[src/rtl/snn_dec_pkg.sv]
// Shared types and helpers for the spike window decoder: FSM encoding,
// derived width helpers and the saturating increment.
package snn_dec_pkg;

  localparam int STATE_W = 2;

  typedef enum logic [STATE_W-1:0] {
    IDLE   = 2'd0,
    COUNT  = 2'd1,
    REPORT = 2'd2
  } dec_state_t;

  // Window counter must be able to hold WINDOW_CYCLES itself.
  function automatic int win_width(input int cycles);
    return $clog2(cycles + 1);
  endfunction

  function automatic int idx_width(input int n_ch);
    return (n_ch < 2) ? 1 : $clog2(n_ch);
  endfunction

  function automatic logic [31:0] sat_inc(input logic [31:0] value,
                                          input logic [31:0] max_value);
    return (value >= max_value) ? value : value + 32'd1;
  endfunction

endpackage

[src/rtl/spike_window_decoder_sat_counter.sv]
// Per-channel saturating spike counter with synchronous clear and
// increment enable; clear wins over increment.
module spike_sat_counter
  import snn_dec_pkg::*;
#(
  parameter int CNT_W = 8
) (
  input  logic             clk,
  input  logic             rst_n,
  input  logic             clr,
  input  logic             inc,
  output logic [CNT_W-1:0] count
);

  localparam logic [31:0] MAX_VALUE = 32'((64'd1 << CNT_W) - 64'd1);

  logic [CNT_W-1:0] count_reg;

  always_ff @(posedge clk or negedge rst_n) begin
    if (!rst_n) begin
      count_reg <= '0;
    end else if (clr) begin
      count_reg <= '0;
    end else if (inc) begin
      count_reg <= CNT_W'(sat_inc(32'(count_reg), MAX_VALUE));
    end
  end

  assign count = count_reg;

endmodule

[src/rtl/spike_window_decoder.sv]
// Windowed spike-count readout: counts spikes per channel over a fixed window
// and latches counts, winner, tie and none. Optional macro SPIKE_DEC_FIRST_EN
// breaks count ties by earliest first spike in the window.
module spike_window_decoder
  import snn_dec_pkg::*;
#(
  parameter  int N_CH          = 2,
  parameter  int CNT_W         = 8,
  parameter  int WINDOW_CYCLES = 64,
  localparam int WIN_W         = win_width(WINDOW_CYCLES),
  localparam int IDX_W         = idx_width(N_CH)
) (
  input  logic                  clk,
  input  logic                  rst_n,
  input  logic                  run,
  input  logic [N_CH-1:0]       spikes_in,
  output logic [N_CH*CNT_W-1:0] count_out,
  output logic [IDX_W-1:0]      winner,
  output logic                  tie,
  output logic                  none,
  output logic                  valid,
  output logic                  busy
);

  localparam logic [WIN_W-1:0] LAST_CYCLE = WIN_W'(WINDOW_CYCLES - 1);

  dec_state_t       state_reg, state_next;
  logic [WIN_W-1:0] win_cnt_reg, win_cnt_next;
  logic             counting;
  logic             clear_live;

  logic [CNT_W-1:0]      live [N_CH];
  logic [N_CH*CNT_W-1:0] live_flat;

  logic [N_CH*CNT_W-1:0] count_out_reg;
  logic [IDX_W-1:0]      winner_reg, winner_next;
  logic                  tie_reg, tie_next;
  logic                  none_reg, none_next;
  logic                  valid_reg;
  logic                  busy_reg;

  always_ff @(posedge clk or negedge rst_n) begin
    if (!rst_n) begin
      state_reg   <= IDLE;
      win_cnt_reg <= '0;
    end else begin
      state_reg   <= state_next;
      win_cnt_reg <= win_cnt_next;
    end
  end

  // Dropping run mid-window aborts; the same clear path as REPORT empties counters.
  always_comb begin
    state_next   = state_reg;
    win_cnt_next = win_cnt_reg;
    clear_live   = 1'b0;
    counting     = 1'b0;
    case (state_reg)
      IDLE: begin
        clear_live   = 1'b1;
        win_cnt_next = '0;
        if (run) state_next = COUNT;
      end
      COUNT: begin
        if (!run) begin
          state_next   = IDLE;
          clear_live   = 1'b1;
          win_cnt_next = '0;
        end else begin
          counting     = 1'b1;
          win_cnt_next = win_cnt_reg + WIN_W'(1);
          if (win_cnt_reg == LAST_CYCLE) state_next = REPORT;
        end
      end
      REPORT: begin
        clear_live   = 1'b1;
        win_cnt_next = '0;
        state_next   = run ? COUNT : IDLE;
      end
      default: begin
        state_next   = IDLE;
        clear_live   = 1'b1;
        win_cnt_next = '0;
      end
    endcase
  end

  genvar gi;
  generate
    for (gi = 0; gi < N_CH; gi++) begin : g_ch
      spike_sat_counter #(
        .CNT_W(CNT_W)
      ) u_cnt (
        .clk   (clk),
        .rst_n (rst_n),
        .clr   (clear_live),
        .inc   (counting & spikes_in[gi]),
        .count (live[gi])
      );
      assign live_flat[gi*CNT_W +: CNT_W] = live[gi];
    end
  endgenerate

`ifdef SPIKE_DEC_FIRST_EN
  logic [WIN_W-1:0] first_reg [N_CH];
  logic             seen_reg  [N_CH];

  generate
    for (gi = 0; gi < N_CH; gi++) begin : g_first
      always_ff @(posedge clk or negedge rst_n) begin
        if (!rst_n) begin
          first_reg[gi] <= '0;
          seen_reg[gi]  <= 1'b0;
        end else if (clear_live) begin
          first_reg[gi] <= '0;
          seen_reg[gi]  <= 1'b0;
        end else if (counting && spikes_in[gi] && !seen_reg[gi]) begin
          first_reg[gi] <= win_cnt_reg;
          seen_reg[gi]  <= 1'b1;
        end
      end
    end
  endgenerate
`endif

  logic [CNT_W-1:0] best_cnt;
  logic             hit;
`ifdef SPIKE_DEC_FIRST_EN
  logic [WIN_W-1:0] best_first;
`endif

  // A nonzero count implies the channel was seen, so its timestamp is valid.
  always_comb begin
    winner_next = '0;
    best_cnt    = live[0];
`ifdef SPIKE_DEC_FIRST_EN
    best_first  = first_reg[0];
`endif
    for (int i = 1; i < N_CH; i++) begin
      if (live[i] > best_cnt) begin
        winner_next = IDX_W'(i);
        best_cnt    = live[i];
`ifdef SPIKE_DEC_FIRST_EN
        best_first  = first_reg[i];
      end else if (live[i] == best_cnt && live[i] != '0 &&
                   first_reg[i] < best_first) begin
        winner_next = IDX_W'(i);
        best_first  = first_reg[i];
`endif
      end
    end
    tie_next = 1'b0;
    hit      = 1'b0;
    for (int i = 0; i < N_CH; i++) begin
      if (live[i] == best_cnt && best_cnt != '0) begin
        if (hit) tie_next = 1'b1;
        hit = 1'b1;
      end
    end
    none_next = (best_cnt == '0);
  end

  always_ff @(posedge clk or negedge rst_n) begin
    if (!rst_n) begin
      count_out_reg <= '0;
      winner_reg    <= '0;
      tie_reg       <= 1'b0;
      none_reg      <= 1'b0;
      valid_reg     <= 1'b0;
      busy_reg      <= 1'b0;
    end else begin
      valid_reg <= (state_reg == REPORT);
      busy_reg  <= (state_next != IDLE);
      if (state_reg == REPORT) begin
        count_out_reg <= live_flat;
        winner_reg    <= winner_next;
        tie_reg       <= tie_next;
        none_reg      <= none_next;
      end
    end
  end

  assign count_out = count_out_reg;
  assign winner    = winner_reg;
  assign tie       = tie_reg;
  assign none      = none_reg;
  assign valid     = valid_reg;
  assign busy      = busy_reg;

endmodule

[config.mk]
export PLATFORM = sky130hd
export DESIGN_NAME = spike_window_decoder
export DESIGN_NICKNAME = d
export VERILOG_FILES = /design/src/rtl/snn_dec_pkg.sv /design/src/rtl/spike_window_decoder_sat_counter.sv /design/src/rtl/spike_window_decoder.sv
export SDC_FILE = /design/constraint.sdc
export NUM_CORES = 1
export LEC_CHECK = 0
export CAP_MARGIN = 5
export CORE_ASPECT_RATIO = 1.25
export CORE_MARGIN = 3
export CORE_UTILIZATION = 52
export CTS_BUF_LIST = sky130_fd_sc_hd__clkbuf_4 sky130_fd_sc_hd__clkbuf_8
export DETAILED_ROUTE_END_ITERATION = 6
export PLACE_DENSITY = 0.86
export RECOVER_POWER = 50
export SYNTH_ARGS = -nofsm -noshare
export SYNTH_HDL_FRONTEND = slang
export SYNTH_SLANG_ARGS = --single-unit
[constraint.sdc]
create_clock -name clk -period 1.6 [get_ports clk]
set_input_delay 0.16 -clock clk [delete_from_list [all_inputs] [get_ports clk]]
set_output_delay 0.16 -clock clk [all_outputs]
set_load 0.05 [all_outputs]
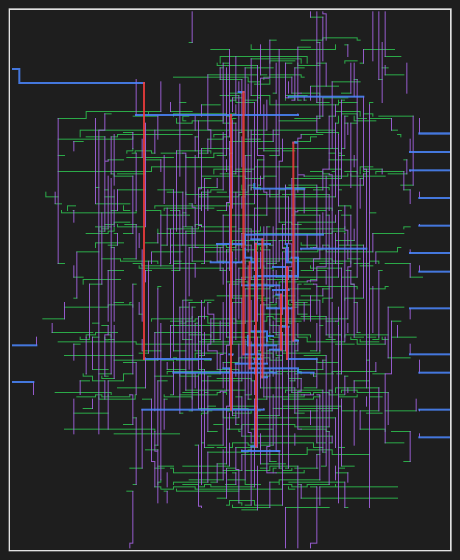
metal_stack.png
Blue stands for met3, wire length 284 um. Green stands for met1, wire length 2,080 um. Red stands for met4, wire length 240 um. Purple stands for met2, wire length 2,760 um.

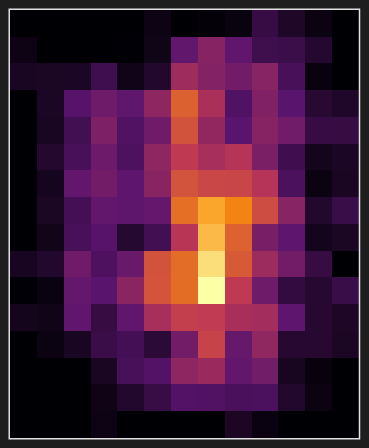
wire_density.png
The die is cut into 13 by 16 equal tiles; black is low, pale yellow is high, scaled to the fullest tile. Values are wire area over tile area, all layers added.
The densest ninth of the die: center. 11% of the tiles are over half the peak. The fullest tile reaches 0.80.

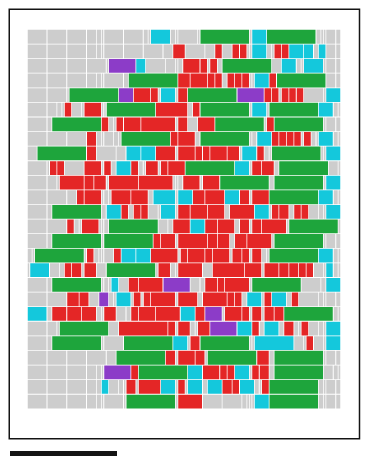
cell_classes.png
Bar = 20 um. Fill, decap, tap and diode cells in gray.
Green stands for flip-flops, cells 46, share of their area 41%. Red stands for all other logic, cells 180, share of their area 41%. Purple stands for clock drivers and dummy loads, cells 8, share of their area 3.2%. Cyan stands for other buffers and delay cells, cells 58, share of their area 16%.

==> metrics.csv <==
stage,metric,value,unit
power_and_ir_drop,internal_power,1.53,mW
clock_network,cts_max_level,2,
drt,ant_nets,0,
global_route,met1_usage,0.234,
synth,synth_chip_area,2260,sq um
critical_path,path_buffers,1,
final_layout,diodes,0,
sta,worst_pin_slew,0.680,ns
floorplan,die_area,5190,sq um
drt,drc,0,
critical_path,crit_chain,"inv_1, ha_1, nand4_1, nor2_1, a211o_1, and2_4, o211ai_1",
critical_path,cp_top_family,AND-OR/OR-AND gates,
power_and_ir_drop,comb_cell_power,0.136,mW
placement,dp_hpwl,3.54,mm
clock_network,cts_tree,yes,
job,warnings,27,
global_route,grt_pass1_wl,8.10,mm
sta,setup_violations,2,
final_layout,fin_util,0.704,
synth,yosys_warnings,0,
power_and_ir_drop,peakVddDrop,0.508,mV
job,drv_cap,0,
power_and_ir_drop,power,2.02,mW
placement,io_buffers,25,
sta,fmax,603,MHz
drt,wl_met1,2.08,mm
power_and_ir_drop,p_clk_frac,0.349,
critical_path,cp-end-kind,flip-flop,
power_and_ir_drop,comb_power_share,0.067,
drt,drtIter0Drc,140,
power_and_ir_drop,p_clk,0.706,mW
global_route,grt_pass1_vias,1789,
power_and_ir_drop,power_frac_seq,0.583,
critical_path,worstPathArrival,1.88,ns
drt,route.vias.total,1898,
power_and_ir_drop,pg_seq,1.18,mW
placement,gp_congestion,0.960,
status,violations,setup timing,
drt,top_layer,met4,
placement,dp.cells,334,
drt,dr_wl_met3,284,um
critical_path,path_class,reg2reg,
sta,final.setup.worst_slack,-0.0582,ns
drt,wl,5.37,mm
floorplan,chipWidth,65.0,um
critical_path,crit_slowest_cell,dfrtp_1,
global_route,use_met3,0.0465,
power_and_ir_drop,p_leak,1.37,nW
synth,ys_top_cells_by_area,"dfrtp_1 51%, xnor2_1 7.3%, nand2_1 6.5%, ha_1 6.1%, nor2_1 4.1%",
global_route,grt_start_max_net_pins,27,
global_route,grt_busiest_layer,met2,
synth,top_area_cell,dfrtp_1,
clock_network,numClockSinks,46,
status,status,"complete, but fails checks",
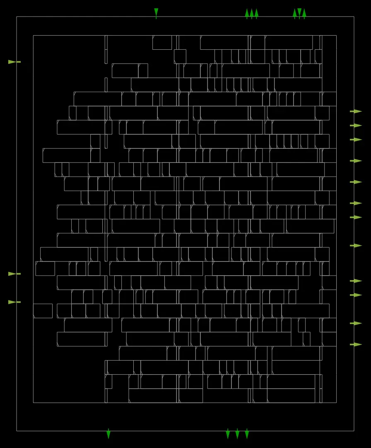
final_placement.png
Flop Count: 46
num rows: 26
flop share of the area: 0.396

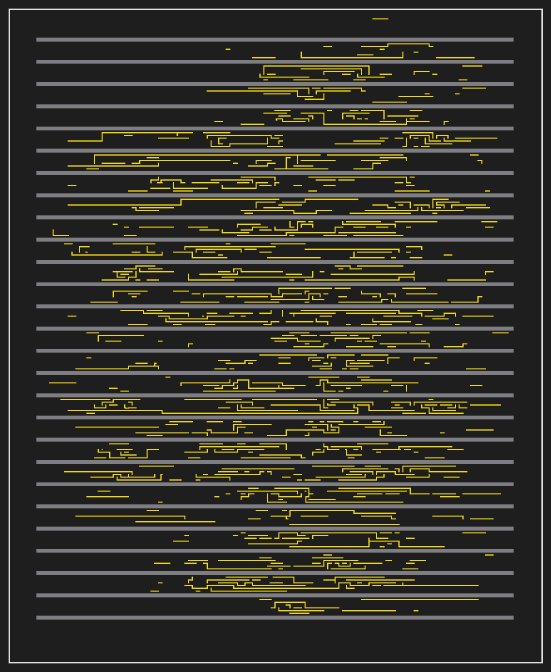
met1.png
Supply wires on this layer in gray.
The longest straight run is 27.6 um. 270 nets have wire on it. The wires run mostly horizontal. The layer holds 39% of the routed length. The layer carries 2,080 um of wire.

[logic make-up (layout without fill, tap and decap cells)]
group,count (synthesis),in the layout,share of synthesized area
compound gates,32,32,0.0862
xor+xnor,24,24,0.0928
fa+ha+maj,11,11,0.0608
buf+inv,21,77,0.0409
flops,46,46,0.508
mux,1,1,0.00442
simple gates,101,101,0.207
[area by class of cell]
type / instances / area, sq um / share of cell area
clock buffers: 5 / 68.8 / 0.0237
flip-flops and latches: 46 / 1150 / 0.396
well taps: 56 / 70.1 / 0.0241
inverters: 11 / 41.3 / 0.0142
multi-input cells: 169 / 1110 / 0.383
clock inverters: 3 / 21.3 / 0.00732
repair buffers: 58 / 442 / 0.152
[path summary, 6_finish.rpt]
kind / cells after the start / to / startpoint / slack (ns)
worst max register to register: 7 / none / g_ch[1].u_cnt.count[0] / -0.06
max in group asynchronous: 3 / g_ch[0].u_cnt.count[0] / rst_n / 0.29
worst min-delay path: 2 / count_out[10] / rst_n / 0.39
worst max-delay path: 7 / none / g_ch[1].u_cnt.count[0] / -0.06
worst min register to register: 2 / count_out[10] / count_out[10] / 0.48
min in group clk: 2 / busy / run / 0.45
[what timing repair did]
action / 4_1_cts / 5_1_grt
pin swaps: 1 / 4
cloned: 0 / 0
endpoints found under the setup margin: 1 / 13
buffers inserted: 0 / 5
resized: 0 / 16
hold buffers: 1 / 0
hold endpoints to repair: 25 / 0
[per-stage QoR]
| step | worst slack (ns) | hold WS, ns |
|---|---|---|
| 6_report | -0.0582 | 0.394 |
| 3_5_place_dp | -0.000489 | 0.186 |
| 5_1_grt | -0.124 | 0.450 |
| 3_3_place_gp | 0.0618 | 0.189 |
| 2_1_floorplan | 0.00594 | -0.136 |
| 4_1_cts | 0.0133 | 0.392 |
No activity file was given, so power comes from the tool's default toggle rates.
